Fig. 1: clock wiring as the flow saved it
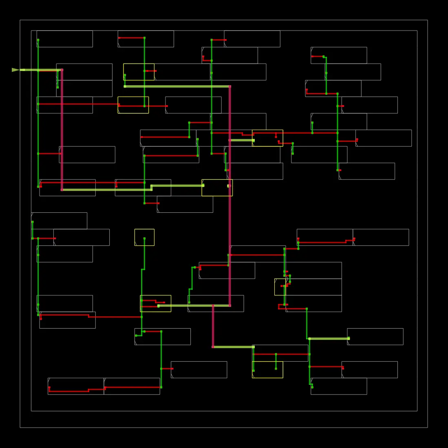
Fig. 2: ports around the boundary
Scale: 4 px per um. Pins as bars across the die edge, other pins in grey.
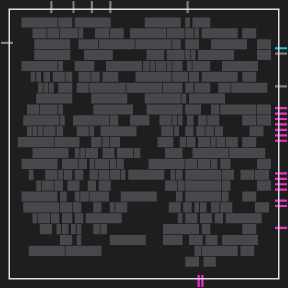
Fig. 3: met2 routing
Scale: 6 px per um. Cells faint in the background.
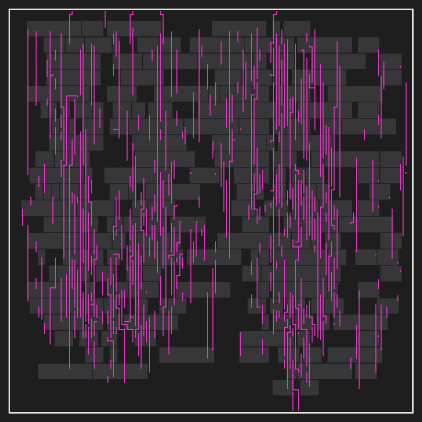
File: src/rtl/cpu_clock_control.sv
// CPU clock-enable generator: turns the rising edges of the divided slow wave
// into single-clkin-cycle enable pulses, gated by a run/stop switch, a
// debounced single-step button and a sticky CPU halt.
module cpu_clock_control #(
  parameter int DEBOUNCE_CYCLES = 500000,
  parameter int CNT_W           = 16
) (
  input  logic             clkin,
  input  logic             reset,
  input  logic             slow_clk,
  input  logic             run_sw,
  input  logic             step_btn,
  input  logic             halt,
  output logic             cpu_en,
  output logic             running,
  output logic             halted,
  output logic [CNT_W-1:0] cycle_count
);

  localparam int DB_W = (DEBOUNCE_CYCLES > 1) ? $clog2(DEBOUNCE_CYCLES) : 1;
  localparam logic [DB_W-1:0] DB_LAST = DB_W'(DEBOUNCE_CYCLES - 1);

  typedef enum logic [1:0] {
    IDLE = 2'd0,
    RUN  = 2'd1,
    STEP = 2'd2,
    HALT = 2'd3
  } state_t;

  // Enabled-cycle counter rolls over silently; it is a free-running tally.
  function automatic logic [CNT_W-1:0] wrap_inc(input logic [CNT_W-1:0] v);
    return v + CNT_W'(1);
  endfunction

  // Slow-wave synchronizer (p0, p1) plus history stage p2 for edge detection.
  logic slow_p0, slow_p1, slow_p2;
  // Run switch and step button synchronizers.
  logic run_p0, run_p1;
  logic btn_p0, btn_p1;
  // Debounce state.
  logic            btn_db, btn_db_q;
  logic [DB_W-1:0] db_cnt;

  logic   tick, run_s, btn_s, step_press;
  state_t state, state_nxt;
  logic   pulse_nxt;

  // ---- stage p0/p1/p2: input synchronization ----
  // Bring the asynchronous slow wave, run switch and button into clkin.
  always_ff @(posedge clkin or posedge reset) begin
    if (reset) begin
      slow_p0 <= 1'b0;
      slow_p1 <= 1'b0;
      slow_p2 <= 1'b0;
      run_p0  <= 1'b0;
      run_p1  <= 1'b0;
      btn_p0  <= 1'b0;
      btn_p1  <= 1'b0;
    end else begin
      slow_p0 <= slow_clk;
      slow_p1 <= slow_p0;
      slow_p2 <= slow_p1;
      run_p0  <= run_sw;
      run_p1  <= run_p0;
      btn_p0  <= step_btn;
      btn_p1  <= btn_p0;
    end
  end

  // Only rising edges of the slow wave produce a tick; falling edges are dropped.
  assign tick  = slow_p1 & ~slow_p2;
  assign run_s = run_p1;
  assign btn_s = btn_p1;

  // ---- debounce: accept a new button level only after it holds steadily ----
  // Counter restarts whenever the synced level agrees with the accepted level.
  always_ff @(posedge clkin or posedge reset) begin
    if (reset) begin
      btn_db   <= 1'b0;
      btn_db_q <= 1'b0;
      db_cnt   <= '0;
    end else begin
      btn_db_q <= btn_db;
      if (btn_s == btn_db) begin
        db_cnt <= '0;
      end else if (db_cnt == DB_LAST) begin
        btn_db <= btn_s;
        db_cnt <= '0;
      end else begin
        db_cnt <= db_cnt + DB_W'(1);
      end
    end
  end

  assign step_press = btn_db & ~btn_db_q;

  // ---- control FSM ----
  // State register.
  always_ff @(posedge clkin or posedge reset) begin
    if (reset) state <= IDLE;
    else       state <= state_nxt;
  end

  // Next-state logic; halt always wins and HALT is left only through reset.
  always_comb begin
    state_nxt = state;
    unique case (state)
      IDLE: begin
        if (halt)            state_nxt = HALT;
        else if (run_s)      state_nxt = RUN;
        else if (step_press) state_nxt = STEP;
      end
      RUN: begin
        if (halt)        state_nxt = HALT;
        else if (!run_s) state_nxt = IDLE;
      end
      STEP: begin
        if (halt)      state_nxt = HALT;
        else if (tick) state_nxt = IDLE;
      end
      HALT:    state_nxt = HALT;
      default: state_nxt = IDLE;
    endcase
  end

  // Pulse decision: a tick passes only in RUN with the switch still on, or
  // as the single pending step; halt suppresses a coincident tick.
  always_comb begin
    pulse_nxt = 1'b0;
    unique case (state)
      RUN:     pulse_nxt = tick & run_s & ~halt;
      STEP:    pulse_nxt = tick & ~halt;
      default: pulse_nxt = 1'b0;
    endcase
  end

  // ---- output registers ----
  // Enable, status flags and the pulse tally, all updated together.
  always_ff @(posedge clkin or posedge reset) begin
    if (reset) begin
      cpu_en      <= 1'b0;
      running     <= 1'b0;
      halted      <= 1'b0;
      cycle_count <= '0;
    end else begin
      cpu_en  <= pulse_nxt;
      running <= (state == RUN);
      halted  <= (state == HALT);
      if (pulse_nxt) cycle_count <= wrap_inc(cycle_count);
    end
  end

endmodule
File: config.mk
export PLATFORM = sky130hd
export DESIGN_NAME = cpu_clock_control
export DESIGN_NICKNAME = d
export VERILOG_FILES = /design/src/rtl/cpu_clock_control.sv
export SDC_FILE = /design/constraint.sdc
export NUM_CORES = 1
export LEC_CHECK = 0
export CORE_MARGIN = 1.5
export CORE_UTILIZATION = 55
export CTS_CLUSTER_SIZE = 30
export DETAILED_ROUTE_END_ITERATION = 16
export PLACE_DENSITY = 0.75
export SLEW_MARGIN = 0
export SYNTH_ARGS = -nofsm -noshare
export SYNTH_HDL_FRONTEND = slang
export SYNTH_SLANG_ARGS = --single-unit
File: constraint.sdc
create_clock -name clkin -period 2.3 [get_ports clkin]
set_input_delay 0.46 -clock clkin [delete_from_list [all_inputs] [get_ports clkin]]
set_output_delay 0.46 -clock clkin [all_outputs]
set_load 0.02 [all_outputs]
==> impl_metrics.tcl <==
# yosys + openroad results
set metrics [dict create \
    clock_tree_from_tritoncts "built" \
    finalSetupTns_ps 0 \
    synth-cells-yosys 199 \
    post_synth_most_frequent_cells "sky130_fd_sc_hd__dfrtp_1 (49), sky130_fd_sc_hd__nor2_1 (22), sky130_fd_sc_hd__xnor2_1 (19)" \
    antenna_found_initial 0 \
    clock.latency.late_pin_ps 300 \
    largestRegisters "db_cnt (19), cycle_count (16), state (2)" \
    critPathMaxStageDelay_ps 450 \
    synthAoiAreaFrac_pct 5.16 \
    floorplan.initialDensity_pct 56.8 \
    holdBufCountCts 0 \
    ys_sh_mux_pct 2.00 \
    floorplan.rows 23 \
    required_ps 2530 \
    num_io_pins 25 \
    tritoncts.num_buffers 5 \
    max_clock_freq_mhz 509 \
    finalClockPeriodUsage_pct 85.4 \
    syn_nets 212 \
    slowest_stage "sky130_fd_sc_hd__or3_1" \
    synth_seq_share_pct 54.4 \
    final_hold_viol_count 0 \
    powerDensity_nw_per_um2 743 \
    final.min_clock_period_ps 1960 \
    r2r_slack_ps 340 \
    p_int_mw 1.39 \
    cells_after_synthesis 199 \
    result_of_the_run "finished, final reports clean" \
    detail_route.wl_per_cell_um 14.7 \
    drc 0 \
    synthAdderAreaFrac_pct 3.88 \
    initialDrtViolationCount 120 \
    grt-ovfl-total 0 \
    yosys.area.top_type_share_pct 54.4 \
    cts_resized 0 \
    detail_route.vias_per_cell 5.68 \
    post_cts.repair.setup_buffers 0 \
    postPlaceCellArea_um2 2590 \
    core_area_um2 3970 \
    slew_violations 0 \
    power.share.switching_pct 30.3 \
    synth_flop_count 49 \
    drive_above_1_share_pct 11.1 \
    openroad.warnings 30 \
    layout.cells.non_filler 284 \
    ff_type "sky130_fd_sc_hd__dfrtp_1" \
    synth.cellmix.simpleShare_pct 21.1 \
    post_placement_setup_slack_ps 154 \
    ys_top_logic_family "simple AND/OR/NAND/NOR gates" \
    chipArea_um2 4490 \
    largest_register_ffs 19 \
    cts_max_level 2 \
    sequentialPowerShare_pct 51.2 \
    clk_root_buffer_cell "sky130_fd_sc_hd__clkbuf_8" \
    finalClockSkew_ps 4.84 \
    postLayoutCoreUtil_pct 67.6 \
    global_route_wire_length_before_repair_um 7110 \
    combinationalPowerShare_pct 22.3 \
    drt.antenna.violating_nets 0 \
    drtPass1Iterations 4 \
    switching_power_mw 0.605 \
    synth.distinct_cells 37 \
    maxSlewHeadroom_pct 77.1 \
    grt_pass1_vias 1563 \
    setup.worst_path.class "reg -> reg" \
]
About Fig. 1:
sequential cell count: 49
number of clock sinks seen by CTS: 49

About Fig. 2:
| port | colour | pins | direction | edge |
|---|---|---|---|---|
| `halted` | cyan | 1 | output | right |
| `cycle_count` | magenta | 16 | output | 14 right, 2 bottom |
Port Buffer Count: 24
Chip Width: 67.0 um

About Fig. 3:
nets with wire on the layer: 216
longest straight run: 33.8 um
share of all routed wire: 52%
met2 track utilization from global routing: 35.8%
total via count after detailed routing: 1,612
total detailed-routing wirelength: 4190 um

## worst max-delay path: cells and delay by family (launching register included)
kind	cells	cell delay, ps
AND/OR/NAND/NOR	3	880
XOR/XNOR	1	170
flip-flops	1	420
buffers and inverters	1	110
adder cells (fa/ha/maj)	1	310
## layout by cell type (no fill, tap or decap), drive strengths merged, types with 5 or more instances in the layout
cell type,synthesis,layout
clkbuf,0,6
inv,10,10
ha,7,7
nor4,8,8
nand3,11,11
nor2,22,22
nand2,10,10
nor3,5,5
clkdlybuf4s50,0,24
dfrtp,49,49
xor2,10,10
nand4,11,11
xnor2,19,19
## per-layer routing
metal / share of wire (%) / track usage, % / wire length (um)
met3: 3.7 / 5.07 / 155
met4: 2.0 / 9.95 / 85
met2: 52 / 35.8 / 2190
met1: 42 / 25.9 / 1760
met5: 0 / 0 / 0
## power groups by stage
stage | combinational, mW | sequential, mW | clock, mW
finish | 0.445 | 1.02 | 0.529
global route | 0.495 | 1.04 | 0.576
CTS | 0.450 | 1.02 | 0.544
detailed placement | 0.447 | 1.04 | 0
global placement | 0.418 | 1.03 | 0
floorplan | 0.216 | 1.08 | 0
## path summary, 6_finish.rpt
| kind | startpoint | end | cells past startpoint |
|---|---|---|---|
| min in group asynchronous | reset | db_cnt[0] | 2 |
| max reg2reg | state[1] | cycle_count[12] | 6 |
| max in group asynchronous | reset | db_cnt[16] | 3 |
| min | run_p0 | run_p1 | 0 |
| max | state[1] | cycle_count[12] | 6 |
| min reg2reg | run_p0 | run_p1 | 0 |
## cell type report
class / count / area, um2 / area share (%)
clock buffers: 6 / 82.6 / 3.08
clock inverters: 2 / 13.8 / 0.513
inverters: 10 / 37.5 / 1.40
multi-input cells: 139 / 980 / 36.5
flip-flops and latches: 49 / 1230 / 45.7
well taps: 50 / 62.6 / 2.33
repair buffers: 28 / 283 / 10.5
Power figures rest on the tool's default switching activity, not on a simulated workload.
